**src/rtl/bzmusic_player_dp_if.sv**
```systemverilog
// -----------------------------------------------------------------------------
// bzmusic_player_dp_if
// Strobe/status bundle between the buzzer-music sequencing controller and its
// datapath.
//   addr_en        fetch strobe: capture current ROM word, advance address
//   addr_rstn      synchronous active-low clear of the address counter
//   tune_pwm_en    tone generator run enable
//   tune_pwm_rstn  synchronous active-low clear of the tone generator
//   beat_cnt_en    beat timer run enable
//   beat_cnt_rstn  synchronous active-low clear of the beat timer
//   addr_finish    song consumed (address counter reached the song length)
//   beat_finish    single-cycle end-of-note pulse
// The controller side uses the master modport, the datapath the slave modport.
// -----------------------------------------------------------------------------
interface bzmusic_player_dp_if;
  logic addr_en;
  logic addr_rstn;
  logic tune_pwm_en;
  logic tune_pwm_rstn;
  logic beat_cnt_en;
  logic beat_cnt_rstn;
  logic addr_finish;
  logic beat_finish;

  modport master (
    output addr_en, addr_rstn,
    output tune_pwm_en, tune_pwm_rstn,
    output beat_cnt_en, beat_cnt_rstn,
    input  addr_finish, beat_finish
  );

  modport slave (
    input  addr_en, addr_rstn,
    input  tune_pwm_en, tune_pwm_rstn,
    input  beat_cnt_en, beat_cnt_rstn,
    output addr_finish, beat_finish
  );
endinterface

```
**src/rtl/bzmusic_player_dp.sv**
```systemverilog
// -----------------------------------------------------------------------------
// bzmusic_player_dp
// Datapath behind the buzzer-music sequencing controller. It walks an
// asynchronous-read song ROM, holds the current note word, times the note
// length in duration units and generates the square-wave buzzer output.
//
// Ports:
//   clk       system clock
//   rstn      asynchronous active-low reset
//   ctrl      controller strobes in, addr_finish / beat_finish out (slave)
//   rom_data  note word: [7:6] octave, [5:3] note (0 = rest), [2:0] duration
//   rom_addr  song ROM address (equals the address counter)
//   buzz      buzzer square wave
// -----------------------------------------------------------------------------
module bzmusic_player_dp #(
  parameter int ADDR_W    = 8,
  parameter int SONG_LEN  = 64,
  parameter int BEAT_UNIT = 3125000
) (
  input  logic              clk,
  input  logic              rstn,
  bzmusic_player_dp_if.slave ctrl,
  input  logic [7:0]        rom_data,
  output logic [ADDR_W-1:0] rom_addr,
  output logic              buzz
);

  localparam int TICK_W = (BEAT_UNIT > 1) ? $clog2(BEAT_UNIT) : 1;
  localparam logic [ADDR_W-1:0] SONG_END  = ADDR_W'(SONG_LEN);
  localparam logic [TICK_W-1:0] TICK_LAST = TICK_W'(BEAT_UNIT - 1);

  typedef struct packed {
    logic [1:0] oct;
    logic [2:0] note;
    logic [2:0] dur;
  } note_word_t;

  // Half period in clk cycles for a note at the given octave.
  // Table entries are the mid-octave values at 50 MHz; octave 0 is one octave
  // down, octave 2 one octave up, octaves 1 and 3 both play mid.
  function automatic logic [17:0] half_period(input logic [2:0] note,
                                              input logic [1:0] oct);
    logic [17:0] h;
    h = '0;
    case (note)
      3'd1:    h = 18'd95420;
      3'd2:    h = 18'd85034;
      3'd3:    h = 18'd75758;
      3'd4:    h = 18'd71633;
      3'd5:    h = 18'd63776;
      3'd6:    h = 18'd56818;
      3'd7:    h = 18'd50607;
      default: h = '0;
    endcase
    case (oct)
      2'd0:    return h << 1;
      2'd2:    return h >> 1;
      default: return h;
    endcase
  endfunction

  logic [ADDR_W-1:0] addr_cnt;
  note_word_t        word_q;
  logic [TICK_W-1:0] tick_cnt;
  logic [2:0]        unit_cnt;
  logic [17:0]       div_cnt;
  logic [17:0]       div_last;
  logic              addr_finish;
  logic              fetch;
  logic              tick_wrap;

  // ---------------------------------------------------------------------------
  // Address block: the counter saturates at SONG_LEN, so strobes after the end
  // of the song neither advance the address nor overwrite the held note.
  // The synchronous clear beats the fetch strobe in the same cycle.
  // ---------------------------------------------------------------------------
  // NOTE: combinational outputs are pure continuous assignments, so no path
  // can leave a signal unassigned and infer a latch.
  assign addr_finish = (addr_cnt == SONG_END);
  assign fetch       = ctrl.addr_rstn & ctrl.addr_en & ~addr_finish;
  assign rom_addr    = addr_cnt;

  // NOTE: state registers use non-blocking assignments so every flop samples
  // the pre-edge values of its neighbours regardless of block ordering.
  always_ff @(posedge clk or negedge rstn) begin
    if (!rstn) begin
      addr_cnt <= '0;
    end else if (!ctrl.addr_rstn) begin
      addr_cnt <= '0;
    end else if (fetch) begin
      addr_cnt <= addr_cnt + 1'b1;
    end
  end

  // The note word is reset too: the tone generator treats note 0 as a rest,
  // so after reset the buzzer stays silent until a real word is fetched.
  always_ff @(posedge clk or negedge rstn) begin
    if (!rstn) begin
      word_q <= '0;
    end else if (fetch) begin
      word_q <= note_word_t'(rom_data);
    end
  end

  // ---------------------------------------------------------------------------
  // Beat timer: tick_cnt divides clk down to duration units, unit_cnt counts
  // units. The note ends in the last tick of unit dur, giving exactly
  // (dur+1)*BEAT_UNIT enabled cycles. unit_cnt is free-running 3 bits.
  // ---------------------------------------------------------------------------
  assign tick_wrap = (tick_cnt == TICK_LAST);

  always_ff @(posedge clk or negedge rstn) begin
    if (!rstn) begin
      tick_cnt <= '0;
      unit_cnt <= '0;
    end else if (!ctrl.beat_cnt_rstn) begin
      tick_cnt <= '0;
      unit_cnt <= '0;
    end else if (ctrl.beat_cnt_en) begin
      if (tick_wrap) begin
        tick_cnt <= '0;
        unit_cnt <= unit_cnt + 1'b1;
      end else begin
        tick_cnt <= tick_cnt + 1'b1;
      end
    end
  end

  assign ctrl.beat_finish = ctrl.beat_cnt_en & tick_wrap & (unit_cnt == word_q.dur);
  assign ctrl.addr_finish = addr_finish;

  // ---------------------------------------------------------------------------
  // Tone generator: div_cnt counts 0..H-1 and the output toggles on the last
  // count, so the first edge lands H enabled cycles after the run starts.
  // A rest forces the generator idle; a dropped enable freezes it in place.
  // ---------------------------------------------------------------------------
  assign div_last = half_period(word_q.note, word_q.oct) - 18'd1;

  always_ff @(posedge clk or negedge rstn) begin
    if (!rstn) begin
      div_cnt <= '0;
      buzz    <= 1'b0;
    end else if (!ctrl.tune_pwm_rstn || word_q.note == 3'd0) begin
      div_cnt <= '0;
      buzz    <= 1'b0;
    end else if (ctrl.tune_pwm_en) begin
      if (div_cnt == div_last) begin
        div_cnt <= '0;
        buzz    <= ~buzz;
      end else begin
        div_cnt <= div_cnt + 18'd1;
      end
    end
  end

endmodule

```
**src/flat_wrapper.sv**
```systemverilog
// flat-port wrapper written by rule: the top's interface ports become plain ports
module bzmusic_player_dp_flat 
#(
  parameter int ADDR_W    = 8,
  parameter int SONG_LEN  = 64,
  parameter int BEAT_UNIT = 3125000
)
  (clk, rstn, rom_data, rom_addr, buzz, ctrl_addr_en, ctrl_addr_rstn, ctrl_tune_pwm_en, ctrl_tune_pwm_rstn, ctrl_beat_cnt_en, ctrl_beat_cnt_rstn, ctrl_addr_finish, ctrl_beat_finish);
  bzmusic_player_dp_if ctrl_i ();
  input  logic clk;
  input  logic rstn;
  input  logic [7:0] rom_data;
  output logic [ADDR_W-1:0] rom_addr;
  output logic buzz;
  input wire logic [$bits(ctrl_i.addr_en)-1:0] ctrl_addr_en;
  input wire logic [$bits(ctrl_i.addr_rstn)-1:0] ctrl_addr_rstn;
  input wire logic [$bits(ctrl_i.tune_pwm_en)-1:0] ctrl_tune_pwm_en;
  input wire logic [$bits(ctrl_i.tune_pwm_rstn)-1:0] ctrl_tune_pwm_rstn;
  input wire logic [$bits(ctrl_i.beat_cnt_en)-1:0] ctrl_beat_cnt_en;
  input wire logic [$bits(ctrl_i.beat_cnt_rstn)-1:0] ctrl_beat_cnt_rstn;
  output wire logic [$bits(ctrl_i.addr_finish)-1:0] ctrl_addr_finish;
  output wire logic [$bits(ctrl_i.beat_finish)-1:0] ctrl_beat_finish;
  assign ctrl_i.addr_en = ctrl_addr_en;
  assign ctrl_i.addr_rstn = ctrl_addr_rstn;
  assign ctrl_i.tune_pwm_en = ctrl_tune_pwm_en;
  assign ctrl_i.tune_pwm_rstn = ctrl_tune_pwm_rstn;
  assign ctrl_i.beat_cnt_en = ctrl_beat_cnt_en;
  assign ctrl_i.beat_cnt_rstn = ctrl_beat_cnt_rstn;
  assign ctrl_addr_finish = ctrl_i.addr_finish;
  assign ctrl_beat_finish = ctrl_i.beat_finish;
  bzmusic_player_dp #(.ADDR_W(ADDR_W), .SONG_LEN(SONG_LEN), .BEAT_UNIT(BEAT_UNIT)) u_core (.clk(clk), .rstn(rstn), .ctrl(ctrl_i), .rom_data(rom_data), .rom_addr(rom_addr), .buzz(buzz));
endmodule
```
**config.mk**
```make
export PLATFORM = sky130hd
export DESIGN_NAME = bzmusic_player_dp_flat
export DESIGN_NICKNAME = d
export VERILOG_FILES = /design/src/rtl/bzmusic_player_dp_if.sv /design/src/rtl/bzmusic_player_dp.sv /design/src/flat_wrapper.sv
export SDC_FILE = /design/constraint.sdc
export NUM_CORES = 1
export LEC_CHECK = 0
export CAP_MARGIN = 20
export CORE_MARGIN = 2
export CORE_UTILIZATION = 30
export CTS_BUF_LIST = sky130_fd_sc_hd__clkbuf_8 sky130_fd_sc_hd__clkbuf_16
export DETAILED_ROUTE_END_ITERATION = 8
export GPL_ROUTABILITY_DRIVEN = 0
export PLACE_DENSITY = 0.47
export SLEW_MARGIN = 20
export SYNTH_ARGS = -nofsm -noshare
export SYNTH_HDL_FRONTEND = slang
export SYNTH_SLANG_ARGS = --single-unit
```
**constraint.sdc**
```tcl
create_clock -name clk -period 3.45 [get_ports clk]
set_input_delay 0.69 -clock clk [delete_from_list [all_inputs] [get_ports clk]]
set_output_delay 0.69 -clock clk [all_outputs]
set_load 0.005 [all_outputs]
```
util_map.png
12 x 12 tiles, from dark blue (low) to red (high), 0 to 100% covered.
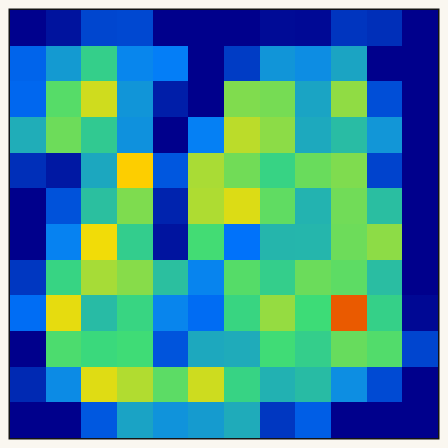
mean over tiles: 32%
nearly empty tiles: 19%
fullest tile: 90%
tiles over 75% full: 1.4%
area of the core: 0.0133 mm2
Core Util, Final: 37.2%
fraction of the core area occupied by cells at floorplan: 30.8%

gates.png
Scale bar: 20 um.
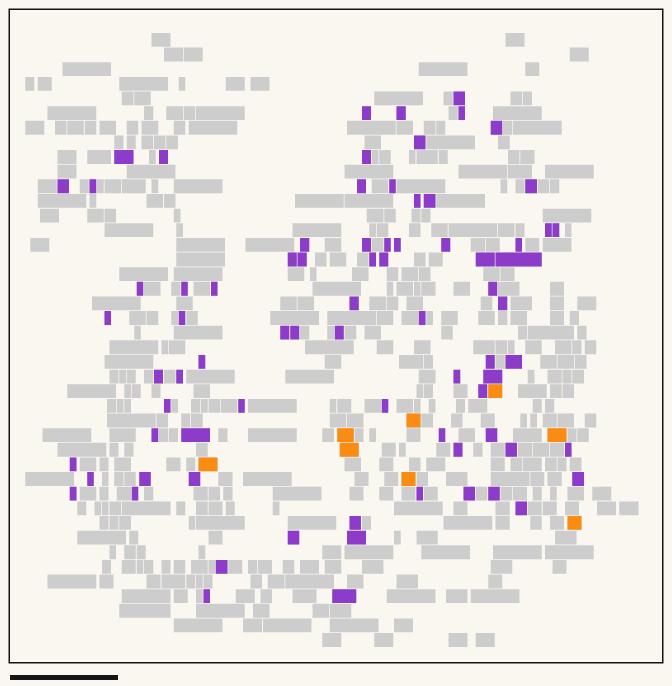
legend:
  orange:
    family: non-inverting ao/oa cells
    cells: 8
  purple:
    family: nor cells
    cells: 77
most frequent logic cell in the layout: sky130_fd_sc_hd__dfrtp_1
combinational share of cell area: 49.6%
Final Non-Filler Cells: 686

==> metrics.log <==
[report] extracting results
[metrics] post-synth tally of flip-flops with integrated enable: 0
[metrics] maximum buffer depth of the clock tree: 2
[metrics] Peak supply drop: 159 uV
[metrics] start point of the critical path: u_core.word_q[4]
[metrics] hold path cells: 1
[metrics] layout sequential cell count: 60
[metrics] Top logic family: simple AND/OR/NAND/NOR gates
[metrics] post-synth design cell area: 0.00412 mm2
[metrics] cell chain of the critical path: buf_4, buf_4, or2_2, a221oi_1, xor3_1, or4bb_1, nor4b_4, mux2_4
[metrics] # IOs: 27
[metrics] number of well-tap cells placed: 176
[metrics] Min-Delay Endpoint: u_core.tick_cnt[21]
[metrics] worst endpoint required time: 3.67 ns
[metrics] library cells used by synthesis: 66
[metrics] dominant register cell in the synthesized netlist: sky130_fd_sc_hd__dfrtp_1
[metrics] Slew Limit Fails: 0
[metrics] P_comb: 580 uW
[metrics] vias in the first global route: 3632
[metrics] detailed-router iteration count before antenna repair: 4
[metrics] Residual DRC: 0
[metrics] setup slack on the worst flop-to-flop path: 0.15 ns
[metrics] Avg Vias per Cell: 5.21
[metrics] cycle use final: 95.7%
[metrics] run status: finished, final reports clean
[metrics] post-route clock skew: 0.00571 ns
[metrics] Clk Latency, worst-skew pair: 0.33 ns
[metrics] Die W: 121 um
[metrics] Finished Cell Area: 0.00497 mm2
[metrics] nets: 527
[metrics] Register Area: 0.00150 mm2
[metrics] most frequently placed logic cells in the final layout: 59 x sky130_fd_sc_hd__dfrtp_1, 35 x sky130_fd_sc_hd__nand2_1, 31 x sky130_fd_sc_hd__nor2_1
[metrics] max frequency: 0.303 GHz
[metrics] cell class with the largest area share: combinational gates
[metrics] area enclosed by the die boundary: 0.0147 mm2
[metrics] Non-clk invs: 10
[metrics] largest net degree at the start of global routing: 61
[metrics] number of antenna violations at the first check in global routing: 0
[metrics] combinational cell area excluding buffers and inverters: 0.00246 mm2
[metrics] total cells reported by yosys after synthesis: 466
[metrics] adder and majority gate portion of the synthesized area: 2.07%
[metrics] proportion of layout cells with a drive suffix above 1: 13.1%
[metrics] Placed Cells: 666
[metrics] cell type contributing the most total cell area after synthesis: sky130_fd_sc_hd__dfrtp_1
[metrics] cell area reported after detailed placement: 0.00465 mm2
[metrics] largest stage delay on the critical path: 0.54 ns
[metrics] die height: 121 um
[metrics] net switching power: 642 uW
[metrics] mean post-synth cell area: 8.84 um2
[metrics] count of input and output buffers: 26
[metrics] total via count after detailed routing: 3574
[metrics] register bit count reported by yosys: 60
[metrics] complex-gate fraction of the synthesized area: 13.9%
[metrics] critical path depth in cells: 8
[metrics] sequential fraction of total cell area: 30.3%
[metrics] data arrival time of the worst path: 3.52 ns
[metrics] Combinational Power Share: 27.3%
[metrics] Post-Synthesis Net Count: 488
[metrics] buffer-and-inverter tally for the worst setup path: 2
[metrics] chip area in the Yosys report: 0.00412 mm2
[metrics] area share of the largest cell type after synthesis: 36.5%
[metrics] instance tally after logic synthesis: 466
[metrics] Total Routing Usage GR: 15.6%
[metrics] relative contribution of the clock network to total power: 37.5%
[metrics] count of clock-net buffers in the final layout: 10
[metrics] Post-synth seq share: 36.5%
[metrics] count of yosys warnings during synthesis: 0
[metrics] worst relative slew slack: 46.7%
[metrics] crit-path most repeated cell: sky130_fd_sc_hd__buf_4
[metrics] estimated wirelength of the detail-placed design: 7540 um
[metrics] Slowest cell on crit path: sky130_fd_sc_hd__or4bb_1
[metrics] Period minus WS final: 3.30 ns
[metrics] worst r2r src: u_core.word_q[4]
[metrics] Worst Setup Slack post-DPL: 0.127 ns
[metrics] clock-pin slew on the worst setup and hold paths: 0.05 ns
[metrics] Seq. pwr: 749 uW
[metrics] largest delay contributor family on the critical path: simple AND/OR/NAND/NOR gates
[metrics] buffer count from post-CTS setup fixing: 0
[metrics] final-layout non-clock buffer area share: 9.62%
-- routing by layer --
layer | wire length, um | vias to the layer above | global-route usage, %
met5 | 0 | - | 0
met4 | 229 | 0 | 5.60
met3 | 452 | 17 | 4.70
met2 | 4910 | 74 | 24.6
met1 | 4970 | 1715 | 20.1
li1 | - | 1768 | -
-- state kept, by name (all words and copies together), names as in the netlist --
signal,flops
u_core.unit_cnt,3
u_core.tick_cnt,22
u_core.buzz,1
u_core.div_cnt,18
u_core.rom_addr,8
u_core.word_q,8
-- per-stage QoR --
step / power, uW / TNS [ns]
finish: 2130 / 0
global route: 2260 / -0.00345
CTS: 2130 / 0
detailed placement: 1310 / 0
global placement: 1310 / 0
floorplan: 1150 / 0
No activity file was given, so power comes from the tool's default toggle rates.
